drive_strength.png
(1.5 px per um)
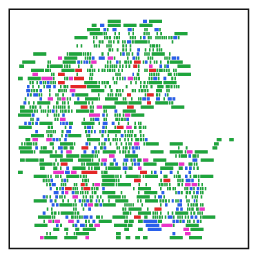
pdn.png
(3 px per um) Pins as bars on the die edge.
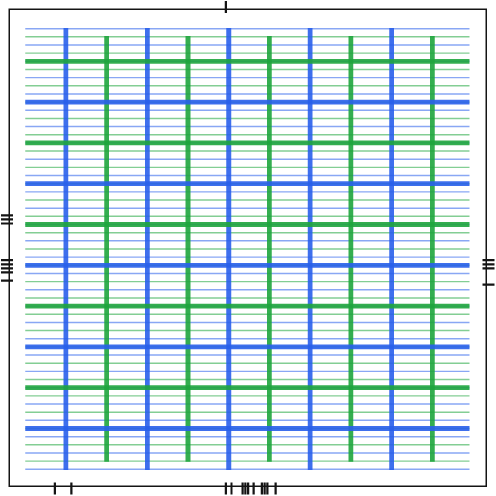
final_placement.png
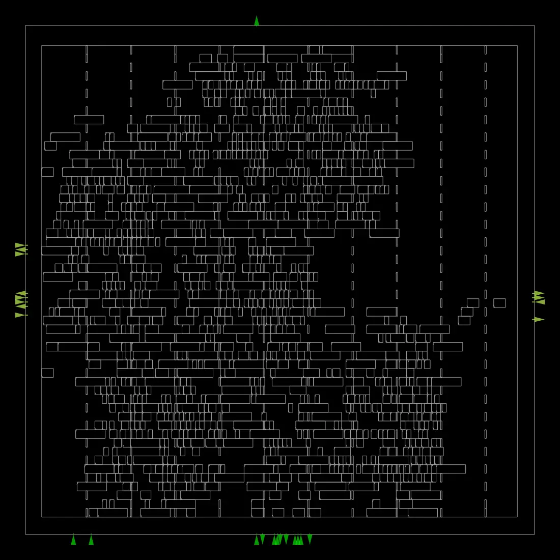
File: src/rtl/calc_pkg.sv
// calc_pkg: shared types and default timing constants for the calculator
// control block (display-mode encoding, FSM states, debounce/linger defaults).
package calc_pkg;

  // Select code driven to the downstream value mux.
  typedef enum logic [1:0] {
    DISP_SW     = 2'd0,
    DISP_STORED = 2'd1,
    DISP_SUM    = 2'd2,
    DISP_DIFF   = 2'd3
  } disp_mode_e;

  // Display-mode state machine states.
  typedef enum logic [2:0] {
    SHOW_SW     = 3'd0,
    SHOW_STORED = 3'd1,
    SHOW_SUM    = 3'd2,
    SHOW_DIFF   = 3'd3,
    LINGER      = 3'd4
  } calc_state_e;

  // 4 ms of stable input at 12 MHz.
  localparam logic [15:0] DB_CYCLES_DEF     = 16'd48000;
  // 0.5 s of linger at 12 MHz.
  localparam logic [23:0] LINGER_CYCLES_DEF = 24'd6000000;

  // Display code for a state; LINGER keeps showing whatever was last shown.
  function automatic disp_mode_e state_mode(input calc_state_e st, input disp_mode_e last);
    disp_mode_e m;
    case (st)
      SHOW_SW:     m = DISP_SW;
      SHOW_STORED: m = DISP_STORED;
      SHOW_SUM:    m = DISP_SUM;
      SHOW_DIFF:   m = DISP_DIFF;
      LINGER:      m = last;
      default:     m = DISP_SW;
    endcase
    return m;
  endfunction

endpackage

File: src/rtl/calc_ctrl_btn_debounce.sv
// btn_debounce: 2-flop synchroniser followed by a consecutive-cycle debouncer.
// The debounced level flips once the synchronised input has disagreed with it
// for DB_CYCLES cycles in a row; any agreeing cycle restarts the count.
// 'fall' is high in the cycle whose closing edge drops the debounced level.
module btn_debounce
  import calc_pkg::*;
#(
  parameter logic [15:0] DB_CYCLES = DB_CYCLES_DEF,
  parameter logic        RST_VAL   = 1'b0
) (
  input  logic clk,
  input  logic rst_n,
  input  logic btn_raw,
  output logic level,
  output logic fall,
  output logic sync_level
);

  logic        sync1_q;
  logic        sync2_q;
  logic        level_q;
  logic        level_d;
  logic [15:0] cnt_q;
  logic [15:0] cnt_d;
  logic [15:0] cnt_inc_s;
  logic        flip_s;

  assign cnt_inc_s = cnt_q + 16'd1;

  // Count disagreeing cycles and flip the level when the run is long enough.
  always_comb begin
    level_d = level_q;
    cnt_d   = 16'd0;
    flip_s  = 1'b0;
    if (sync2_q != level_q) begin
      if (cnt_inc_s >= DB_CYCLES) begin
        flip_s  = 1'b1;
        level_d = sync2_q;
        cnt_d   = 16'd0;
      end else begin
        cnt_d = cnt_inc_s;
      end
    end else begin
      cnt_d = 16'd0;
    end
  end

  // Synchroniser, debounced level and run counter; reset to the released level.
  always_ff @(posedge clk or negedge rst_n) begin
    if (!rst_n) begin
      sync1_q <= RST_VAL;
      sync2_q <= RST_VAL;
      level_q <= RST_VAL;
      cnt_q   <= 16'd0;
    end else begin
      sync1_q <= btn_raw;
      sync2_q <= sync1_q;
      level_q <= level_d;
      cnt_q   <= cnt_d;
    end
  end

  assign level      = level_q;
  assign fall       = flip_s & level_q;
  assign sync_level = sync2_q;

endmodule

File: src/rtl/calc_ctrl.sv
// calc_ctrl: button conditioning, stored-operand register and display-mode
// FSM for the switch/stored-value calculator.
// Build option: define CALC_ACCUM_EN to make a store taken while SUM is shown
// accumulate (stored_value <= sw + stored_value, mod 256) instead of loading sw.
module calc_ctrl
  import calc_pkg::*;
#(
  parameter logic [15:0] DB_CYCLES     = DB_CYCLES_DEF,
  parameter logic [23:0] LINGER_CYCLES = LINGER_CYCLES_DEF
) (
  input  logic       CLK,
  input  logic       RST_N,
  input  logic       btn_sum,
  input  logic       btn_stored,
  input  logic       btn_diff,
  input  logic       btn_store_n,
  input  logic [7:0] sw,
  output logic [7:0] stored_value,
  output logic [1:0] disp_sel,
  output logic       store_pulse
);

  logic        db_sum_s;
  logic        db_stored_s;
  logic        db_diff_s;
  logic        db_store_n_s;
  logic        store_fall_s;
  logic        store_sync_s;
  logic [5:0]  mode_unused_s;

  logic        req_any_s;
  calc_state_e req_state_s;
  logic        store_ev_s;

  calc_state_e state_q, state_d;
  logic [23:0] linger_q, linger_d;
  disp_mode_e  disp_q, disp_d;
  logic [7:0]  stored_q, stored_d;
  logic        pulse_q, pulse_d;
  logic [1:0]  warm_q, warm_d;
  logic        armed_q, armed_d;

  btn_debounce #(.DB_CYCLES(DB_CYCLES), .RST_VAL(1'b0)) u_db_sum (
    .clk(CLK), .rst_n(RST_N), .btn_raw(btn_sum),
    .level(db_sum_s), .fall(mode_unused_s[0]), .sync_level(mode_unused_s[1])
  );

  btn_debounce #(.DB_CYCLES(DB_CYCLES), .RST_VAL(1'b0)) u_db_stored (
    .clk(CLK), .rst_n(RST_N), .btn_raw(btn_stored),
    .level(db_stored_s), .fall(mode_unused_s[2]), .sync_level(mode_unused_s[3])
  );

  btn_debounce #(.DB_CYCLES(DB_CYCLES), .RST_VAL(1'b0)) u_db_diff (
    .clk(CLK), .rst_n(RST_N), .btn_raw(btn_diff),
    .level(db_diff_s), .fall(mode_unused_s[4]), .sync_level(mode_unused_s[5])
  );

  btn_debounce #(.DB_CYCLES(DB_CYCLES), .RST_VAL(1'b1)) u_db_store (
    .clk(CLK), .rst_n(RST_N), .btn_raw(btn_store_n),
    .level(db_store_n_s), .fall(store_fall_s), .sync_level(store_sync_s)
  );

  // Highest-priority debounced mode request: diff > sum > stored.
  always_comb begin
    req_any_s = db_diff_s | db_sum_s | db_stored_s;
    if (db_diff_s) begin
      req_state_s = SHOW_DIFF;
    end else if (db_sum_s) begin
      req_state_s = SHOW_SUM;
    end else if (db_stored_s) begin
      req_state_s = SHOW_STORED;
    end else begin
      req_state_s = SHOW_SW;
    end
  end

  // Store arming: a store button held through reset must be seen released
  // (after the synchroniser has refilled) before its falling edge counts.
  always_comb begin
    if (warm_q != 2'd2) begin
      warm_d = warm_q + 2'd1;
    end else begin
      warm_d = warm_q;
    end
    armed_d    = armed_q | ((warm_q == 2'd2) & store_sync_s);
    store_ev_s = store_fall_s & armed_q;
  end

  // Stored-operand update and one-cycle strobe on an armed debounced press.
  always_comb begin
    stored_d = stored_q;
    pulse_d  = 1'b0;
    if (store_ev_s) begin
      pulse_d = 1'b1;
`ifdef CALC_ACCUM_EN
      if (disp_q == DISP_SUM) begin
        stored_d = sw + stored_q;
      end else begin
        stored_d = sw;
      end
`else
      stored_d = sw;
`endif
    end else begin
      stored_d = stored_q;
    end
  end

  // Display-mode next state, linger countdown and registered select code.
  always_comb begin
    state_d  = state_q;
    linger_d = linger_q;
    case (state_q)
      SHOW_SW: begin
        if (req_any_s) begin
          state_d = req_state_s;
        end else begin
          state_d = SHOW_SW;
        end
      end
      SHOW_STORED, SHOW_SUM, SHOW_DIFF: begin
        if (req_any_s) begin
          state_d = req_state_s;
        end else if (LINGER_CYCLES == 24'd0) begin
          state_d = SHOW_SW;
        end else begin
          state_d  = LINGER;
          linger_d = LINGER_CYCLES - 24'd1;
        end
      end
      LINGER: begin
        if (req_any_s) begin
          state_d  = req_state_s;
          linger_d = 24'd0;
        end else if (linger_q == 24'd0) begin
          state_d = SHOW_SW;
        end else begin
          linger_d = linger_q - 24'd1;
        end
      end
      default: begin
        state_d  = SHOW_SW;
        linger_d = 24'd0;
      end
    endcase
    disp_d = state_mode(state_d, disp_q);
  end

  // All control-block state; asynchronous return to the idle/released values.
  always_ff @(posedge CLK or negedge RST_N) begin
    if (!RST_N) begin
      state_q  <= SHOW_SW;
      linger_q <= 24'd0;
      disp_q   <= DISP_SW;
      stored_q <= 8'h00;
      pulse_q  <= 1'b0;
      warm_q   <= 2'd0;
      armed_q  <= 1'b0;
    end else begin
      state_q  <= state_d;
      linger_q <= linger_d;
      disp_q   <= disp_d;
      stored_q <= stored_d;
      pulse_q  <= pulse_d;
      warm_q   <= warm_d;
      armed_q  <= armed_d;
    end
  end

  assign stored_value = stored_q;
  assign disp_sel     = disp_q;
  assign store_pulse  = pulse_q;

endmodule

File: config.mk
export PLATFORM = sky130hd
export DESIGN_NAME = calc_ctrl
export DESIGN_NICKNAME = d
export VERILOG_FILES = /design/src/rtl/calc_pkg.sv /design/src/rtl/calc_ctrl_btn_debounce.sv /design/src/rtl/calc_ctrl.sv
export SDC_FILE = /design/constraint.sdc
export NUM_CORES = 1
export LEC_CHECK = 0
export ABC_AREA = 1
export CAP_MARGIN = 20
export CORE_MARGIN = 5
export CORE_UTILIZATION = 35
export CTS_BUF_LIST = sky130_fd_sc_hd__clkbuf_4 sky130_fd_sc_hd__clkbuf_8
export DETAILED_ROUTE_END_ITERATION = 12
export REMOVE_ABC_BUFFERS = 1
export SYNTH_ARGS = -nofsm -noshare
export SYNTH_HDL_FRONTEND = slang
export SYNTH_HIERARCHICAL = 1
export SYNTH_SLANG_ARGS = --single-unit
File: constraint.sdc
create_clock -name CLK -period 5.28 [get_ports CLK]
set_clock_uncertainty 0.15 [all_clocks]
set_input_delay 1.056 -clock CLK [delete_from_list [all_inputs] [get_ports CLK]]
set_output_delay 1.056 -clock CLK [all_outputs]
set_load 0.02 [all_outputs]
==> summary.log <==
qor: outcome.run_status finished clean
qor: timing.final.min_clock_period 2.74 ns
qor: final_layout.area_growth_syn_to_layout 11.3%
qor: cts.post_cts_resize_count 0
qor: run.openroad.warnings 26
qor: pwr.power_density 212 nW/um^2
qor: cts.cts_tree yes
qor: detailed_routing.routed_wire_length_per_instance 12.2 um
qor: detailed_routing.firstDrtPassIters 5
qor: detailed_routing.viasPerCell 4.70
qor: critical_path.crit_path_cell_trace clkdlybuf4s50_1
qor: detailed_routing.antenna_violating_nets_post_route 0
qor: yosys.synth_area_per_cell 7.43 um^2
qor: cts.cts_inserted_buffers 17
qor: timing.timing_hold_violations_final 0
qor: critical_path.ff2ff_setup_slack 2.76 ns
qor: floorplan.die_area 25,100 um^2
qor: cts.cts.reportedPaths.clkPinSlew 0.07 ns
qor: placed_design.gpl.final_weighted_congestion 0.888
qor: critical_path.critical-path-max-stage-delay 0.65 ns
qor: yosys.mappedNetlistArea 7720 um^2
qor: timing.achievable-frequency 0.365 GHz
qor: critical_path.r2r.worst_path.cells 16
qor: final_layout.antenna_cells_inserted 0
qor: critical_path.worst_setup_path_startpoint stored_value[0]
qor: critical_path.critical_path.top_delay_family buffers and inverters
qor: detailed_routing.initialDrtViolationCount 310
qor: critical_path.critical_path.endpoint stored_value[0]
qor: placed_design.placement.io_buffers 24
qor: detailed_routing.finalWirelength 16,700 um
qor: final_layout.layout.cells.most_common_list 303 x sky130_fd_sc_hd__nand2_1, 123 x sky130_fd_sc_hd__nor2_1, 114 x sky130_fd_sc_hd__dfrtp_1, 112 x sky130_fd_sc_hd__inv_1, 87 x sky130_fd_sc_hd__nand3_1
qor: critical_path.setup.worst_path.start_class register
## Picture notes: drive_strength.png
legend:
  magenta:
    size: drive 3 to 4
    cells: 44
    most_used: nor2_4
  blue:
    size: drive 2
    cells: 164
    most_used: nor2_2
  green:
    size: drive 1 or less
    cells: 856
    most_used: nand2_1
  red:
    size: drive 6 and up
    cells: 25
    most_used: clkbuf_8

## Picture notes: pdn.png
legend:
  blue:
    net: VSS
  green:
    net: VDD
rows: 54
met1 rails: 55
met5 straps: 10
die width: 159 um
maximum VDD drop: 0.142 mV
die height: 159 um

## Picture notes: final_placement.png
area of the placeable core: 21,800 um^2
number of standard cells in the layout, taps in and fillers out: 1,369
fill count: 2,293
fraction of area in registers: 34.1%

==> through the flow <==
stage | hold slack (ns) | cell area (um^2) | total power [uW] | instances
finish | 0.201 | 8590 | 1820 | 1369
CTS | 0.206 | 8590 | 1850 | 1369
floorplan | 0.181 | 7590 | 962 | 1031
global route | 0.217 | 8590 | 1910 | 1369
detailed placement | 0.189 | 8200 | 1000 | 1337
global placement | 0.183 | 8200 | 1000 | 1337
==> final cells by class <==
type / instances / area [um^2]
Fill cell: 2293 / 13200
Multi-Input combinational cell: 789 / 4190
Sequential cell: 117 / 2930
Inverter: 125 / 474
Tap cell: 280 / 350
Timing Repair Buffer: 26 / 253
Clock buffer: 18 / 248
Clock inverter: 14 / 150
==> worst reg2reg max path, delay by kind of cell (launching register included) <==
family / cells / cell delay [ns]
simple gates: 13 / 1.18
buf+inv: 2 / 0.44
flops: 1 / 0.39
fa+ha+maj: 1 / 0.24
==> layer usage <==
layer | vias up | track usage [%] | routed length [um]
met4 | 0 | 5.00 | 288
met2 | 94 | 22.9 | 7800
met5 | - | 0 | 0
met3 | 21 | 2.58 | 589
met1 | 2991 | 19.3 | 8070
li1 | 3334 | - | -
==> report_power, final <==
group / internal (uW) / switching (uW)
Clock: 436 / 407
Sequential: 907 / 10.5
Combinational: 20.6 / 42.5
==> flip-flops by register name (all words and copies together), names as in the netlist, 2 cells and up <==
name and cells:
linger_q 24, u_db_diff/cnt_q 16, u_db_store/cnt_q 16, u_db_stored/cnt_q 16, u_db_sum/cnt_q 16, stored_value 8, state_q 3, disp_sel 2
warm_q 2
No activity file was given, so power comes from the tool's default toggle rates.
